<file path="config.mk">
export PLATFORM = sky130hd
export DESIGN_NAME = piso_tx
export DESIGN_NICKNAME = d
export VERILOG_FILES = /design/src/rtl/piso_tx.sv
export SDC_FILE = /design/constraint.sdc
export NUM_CORES = 1
export LEC_CHECK = 0
export CORE_AREA = 2 2 39 41
export CTS_CLUSTER_SIZE = 14
export DETAILED_ROUTE_END_ITERATION = 10
export DIE_AREA = 0 0 41 43
export DONT_BUFFER_PORTS = 1
export PLACE_DENSITY = 0.39
export RECOVER_POWER = 50
export SLEW_MARGIN = 20
export SYNTH_ARGS = -nofsm -noshare
export SYNTH_HDL_FRONTEND = slang
export SYNTH_SLANG_ARGS = --single-unit
export TNS_END_PERCENT = 20
</file>
<file path="constraint.sdc">
create_clock -name clk -period 1.2 [get_ports clk]
set_clock_uncertainty 0.1 [all_clocks]
set_input_delay 0.12 -clock clk [delete_from_list [all_inputs] [get_ports clk]]
set_output_delay 0.12 -clock clk [all_outputs]
set_load 0.01 [all_outputs]
</file>
<file path="src/rtl/piso_tx.sv">
// Parallel-in serial-out transmitter with ready/load handshake and frame/last strobes.
// Words can follow each other with no gap: a load taken while last=1 starts the next word directly.
module piso_tx #(
  parameter int WIDTH     = 4,
  parameter bit MSB_FIRST = 1'b0
) (
  input  logic             clk,
  input  logic             rst_n,
  input  logic [WIDTH-1:0] d,
  input  logic             load,
  output logic             ready,
  output logic             q,
  output logic             frame,
  output logic             last
);

  localparam int CW = (WIDTH > 2) ? $clog2(WIDTH) : 1;
  localparam logic [CW-1:0] CNT_LAST = CW'(WIDTH - 1);

  typedef enum logic {
    IDLE,
    SHIFT
  } state_t;

  state_t           state;
  logic [WIDTH-1:0] sr;
  logic [CW-1:0]    cnt;
  logic             accept;
  logic             first_bit;
  logic             next_bit;

  assign ready     = (state == IDLE) | last;
  assign accept    = load & ready;
  assign first_bit = MSB_FIRST ? d[WIDTH-1] : d[0];
  // q always mirrors the outgoing end of sr, so the next bit is its neighbour.
  assign next_bit  = MSB_FIRST ? sr[WIDTH-2] : sr[1];

  // NOTE: all state, outputs included, is assigned with <= in one clocked block so every
  // register sees the pre-edge values of its neighbours; reset is synchronous and wins over load.
  always_ff @(posedge clk) begin
    if (!rst_n) begin
      state <= IDLE;
      sr    <= '0;
      cnt   <= '0;
      q     <= 1'b0;
      frame <= 1'b0;
      last  <= 1'b0;
    end else if (accept) begin
      state <= SHIFT;
      sr    <= d;
      cnt   <= '0;
      q     <= first_bit;
      frame <= 1'b1;
      last  <= 1'b0;
    end else if (state == SHIFT && !last) begin
      sr    <= MSB_FIRST ? {sr[WIDTH-2:0], 1'b0} : {1'b0, sr[WIDTH-1:1]};
      cnt   <= cnt + 1'b1;
      q     <= next_bit;
      last  <= ((cnt + 1'b1) == CNT_LAST);
    end else begin
      // Idle with no load, or end of word with no follow-on load.
      state <= IDLE;
      q     <= 1'b0;
      frame <= 1'b0;
      last  <= 1'b0;
    end
  end

endmodule

</file>
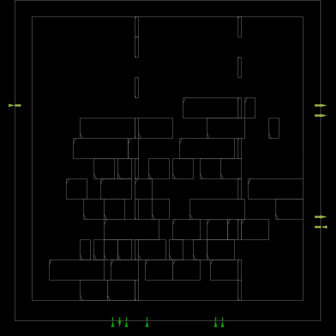
run_1/placement.png
flop share of the area: 35.2%
flop count: 8
# rows: 14

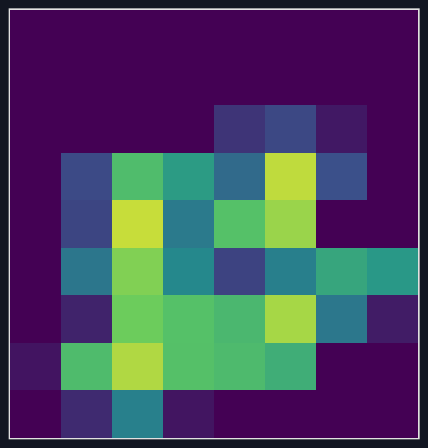
run_1/cell_density.png
The die is cut into 8 by 9 equal tiles; dark purple is low, yellow is high, 0 to 100% covered.
49% of the tiles are nearly empty. The emptiest ninth of the die: upper left. The fullest tile reaches 92%. The mean over all tiles is 25%. 9.7% of the tiles are over 75% full.

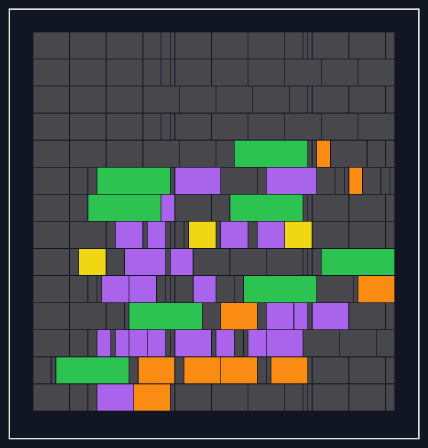
run_1/placement_by_type.png
Fill, decap, tap and diode cells in grey.
Key: orange = other buffers and delay cells [cells 9]; purple = combinational and other logic [cells 24]; yellow = clock drivers [cells 3]; green = flops [cells 8]

==> GITHUB_STEP_SUMMARY, run 1 <==
## PnR job results

| Metric | Value |
|---|---|
| Gate Count Post-Synth | `33` |
| WL final | `584 um` |
| Final Util | `32.9%` |
| Chip Width | `41 um` |
| CP arrival | `1180 ps` |
| Gate power share | `14.1%` |
| Final hold violation count | `0` |
| Diode count | `0` |
| Placed insts | `50` |
| Net switching power | `0.000131 W` |
| Unrepaired setup endpoints after global routing | `no` |
| Distinct lib cells | `19` |
| Outcome | `finished, final reports clean` |
| Flop pwr share | `51.0%` |
| Switch share | `23.1%` |
| Synth Flop Type | `dfxtp_1` |
| Hold slack | `12.1 ps` |
| Core area | `0.00138 mm2` |
| FP Util | `24.8%` |
| Via count | `266` |
| Syn nets | `41` |
| Synthesis Warnings | `0` |
| Area Overhead vs Synth | `32.8%` |
| Fmax | `0.875 GHz` |
| Final TNS setup | `0 ps` |
| YS chip area | `343 um2` |
[run 1: state kept, by name (all words and copies together) (netlist names)]
signal and count:
last 1, cnt 2, state 1, q 1, sr 3
[run 1: placed cells by master, fill, tap and decap left out, types with 2 or more instances in the layout]
master         netlist  final
o21ai_1              2      2
dfxtp_1              8      8
dlygate4sd3_1        0      7
a21oi_1              2      2
nand2_1              2      2
o21a_1               3      3
clkbuf_1             0      2
clkbuf_4             0      3
mux2i_1              3      3
[run 1: power by group through the flow]
stage	sequential (W)	clock [W]	combinational [W]
floorplan	0.000295	0	0.0000520
global placement	0.000294	0	0.0000562
detailed placement	0.000295	0	0.0000583
CTS	0.000289	0.000205	0.0000803
global route	0.000291	0.000220	0.0000900
finish	0.000289	0.000198	0.0000802
[run 1: cell type report]
type	count	area, um2
Tap cell	16	20.0
Sequential cell	8	160
Fill cell	146	928
Timing Repair Buffer	9	77.6
Clock buffer	3	22.5
Inverter	2	10.0
Multi-Input combinational cell	22	165
[run 1: worst reg2reg max path, cell delays in order (launching register included)]
cell	delay, ps
dfxtp_1	340
inv_1	60
ha_1	320
nor2_4	40
o21a_1	170
[run 1: cell families after synthesis]
family | Yosys count | synth area share (%)
AOI/OAI and AO/OA | 8 | 14.6
adders and majority gates | 1 | 3.65
buffers and inverters | 3 | 5.11
DFF | 8 | 46.7
muxes | 3 | 8.76
and+or+nand+nor | 10 | 21.2
[run 1: timing repair]
action / in CTS / in global routing
hold buffers: 6 / 1
endpoints found under the setup margin: 0 / 0
hold endpoints to repair: 8 / 1
resized: 0 / 0
[run 1: routing by layer]
metal,routed length (um),GRT usage (%)
met1,256,10.7
met2,267,11.6
met5,0,0
met4,11,4.00
met3,49,7.85
==> inputs of run 2 (changes only) <==
--- a/config.mk
+++ b/config.mk
@@ -16,4 +16,3 @@
 export SYNTH_ARGS = -nofsm -noshare
 export SYNTH_HDL_FRONTEND = slang
 export SYNTH_SLANG_ARGS = --single-unit
-export TNS_END_PERCENT = 20
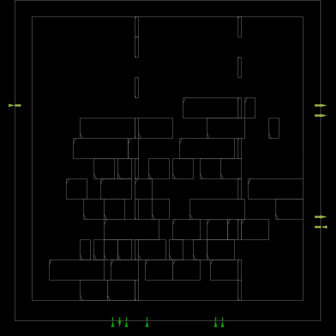
run_2/placement.png
Final Util: 32.9%
n_taps: 16
Finished Layout Cells: 60

==> run 2 against run 1 <==
- critical path depth did not move
- via count did not move
- clock power barely moved
- core utilization did not move
- global-route usage did not move
- hold slack did not move
- highest routed layer unchanged
==> GITHUB_STEP_SUMMARY, run 2 <==
## PnR job results

| Metric | Value |
|---|---|
| Syn nets | `41 (unchanged)` |
| Top power group | `sequential cells (unchanged)` |
| Gate Count Post-Synth | `33 (unchanged)` |
| Chip Width | `41 um (unchanged)` |
| Synth Flop Type | `dfxtp_1 (unchanged)` |
| Final hold violation count | `0 (unchanged)` |
| Fmax | `0.875 GHz (unchanged)` |
| Distinct lib cells | `19 (unchanged)` |
| CP arrival | `1180 ps (about the same)` |
| DRT met1 WL | `256 um (unchanged)` |
| FP Util | `24.8% (unchanged)` |
| Core area | `0.00138 mm2 (unchanged)` |
| # rows | `14 (unchanged)` |
| Top sig layer | `met4 (unchanged)` |
| Synthesis Warnings | `0 (unchanged)` |
| Unrepaired setup endpoints after global routing | `no (unchanged)` |
| YS chip area | `343 um2 (unchanged)` |
| Gate power share | `14.1% (about the same)` |
| Top reg by flops | `sr (unchanged)` |
| Outcome | `finished, final reports clean (unchanged)` |
## run 2: cell counts in the layout (fill, tap and decap cells not counted)
Identical to the previous run, type by type.
## run 2: stage by stage
step	util [%]	setup slack (ps)	total power, W	cells	instance area, um2
3_5_place_dp	26.8	55.6	0.000353	50	370
5_1_grt	32.9	7.53	0.000601	60	455
3_3_place_gp	26.8	93.9	0.000351	50	370
2_1_floorplan	-	108	0.000347	33	343
6_report	32.9	57.3	0.000567	60	455
4_1_cts	32.7	45.3	0.000574	59	453
## run 2: area by class of cell
type / count / area (um2)
clock buffers: 3 / 22.5
fillers: 146 / 928
inverters: 2 / 10.0
multi-input cells: 22 / 165
flip-flops and latches: 8 / 160
well taps: 16 / 20.0
repair buffers: 9 / 77.6
## run 2: layer usage
| metal | vias up | global-route usage (%) |
|---|---|---|
| li1 | 142 | - |
| met1 | 115 | 10.7 |
| met2 | 7 | 11.6 |
| met3 | 2 | 7.85 |
| met4 | 0 | 4.00 |
| met5 | - | 0 |
## run 2: worst register-to-register path, stage by stage (launching register included)
cell and delay (ps):
dfxtp_1 340, inv_1 60, ha_1 320, nor2_4 40
o21a_1 170
## run 2: what timing repair did
item / in CTS / in global routing
setup buffers: 0 / 0
hold buffers: 6 / 1
hold endpoints to repair: 8 / 1
## run 2: logic make-up (layout without fill, tap and decap cells)
| group | count (synthesis) | after routing | synth area share (%) |
|---|---|---|---|
| buffers and inverters | 3 | 14 | 5.11 |
| multiplexers | 3 | 3 | 8.76 |
| flip-flops | 8 | 8 | 46.7 |
| AND/OR/NAND/NOR | 10 | 10 | 21.2 |
| adder cells (fa/ha/maj) | 1 | 1 | 3.65 |
| AND-OR/OR-AND | 8 | 8 | 14.6 |
Power is estimated from default activity; no workload was simulated.
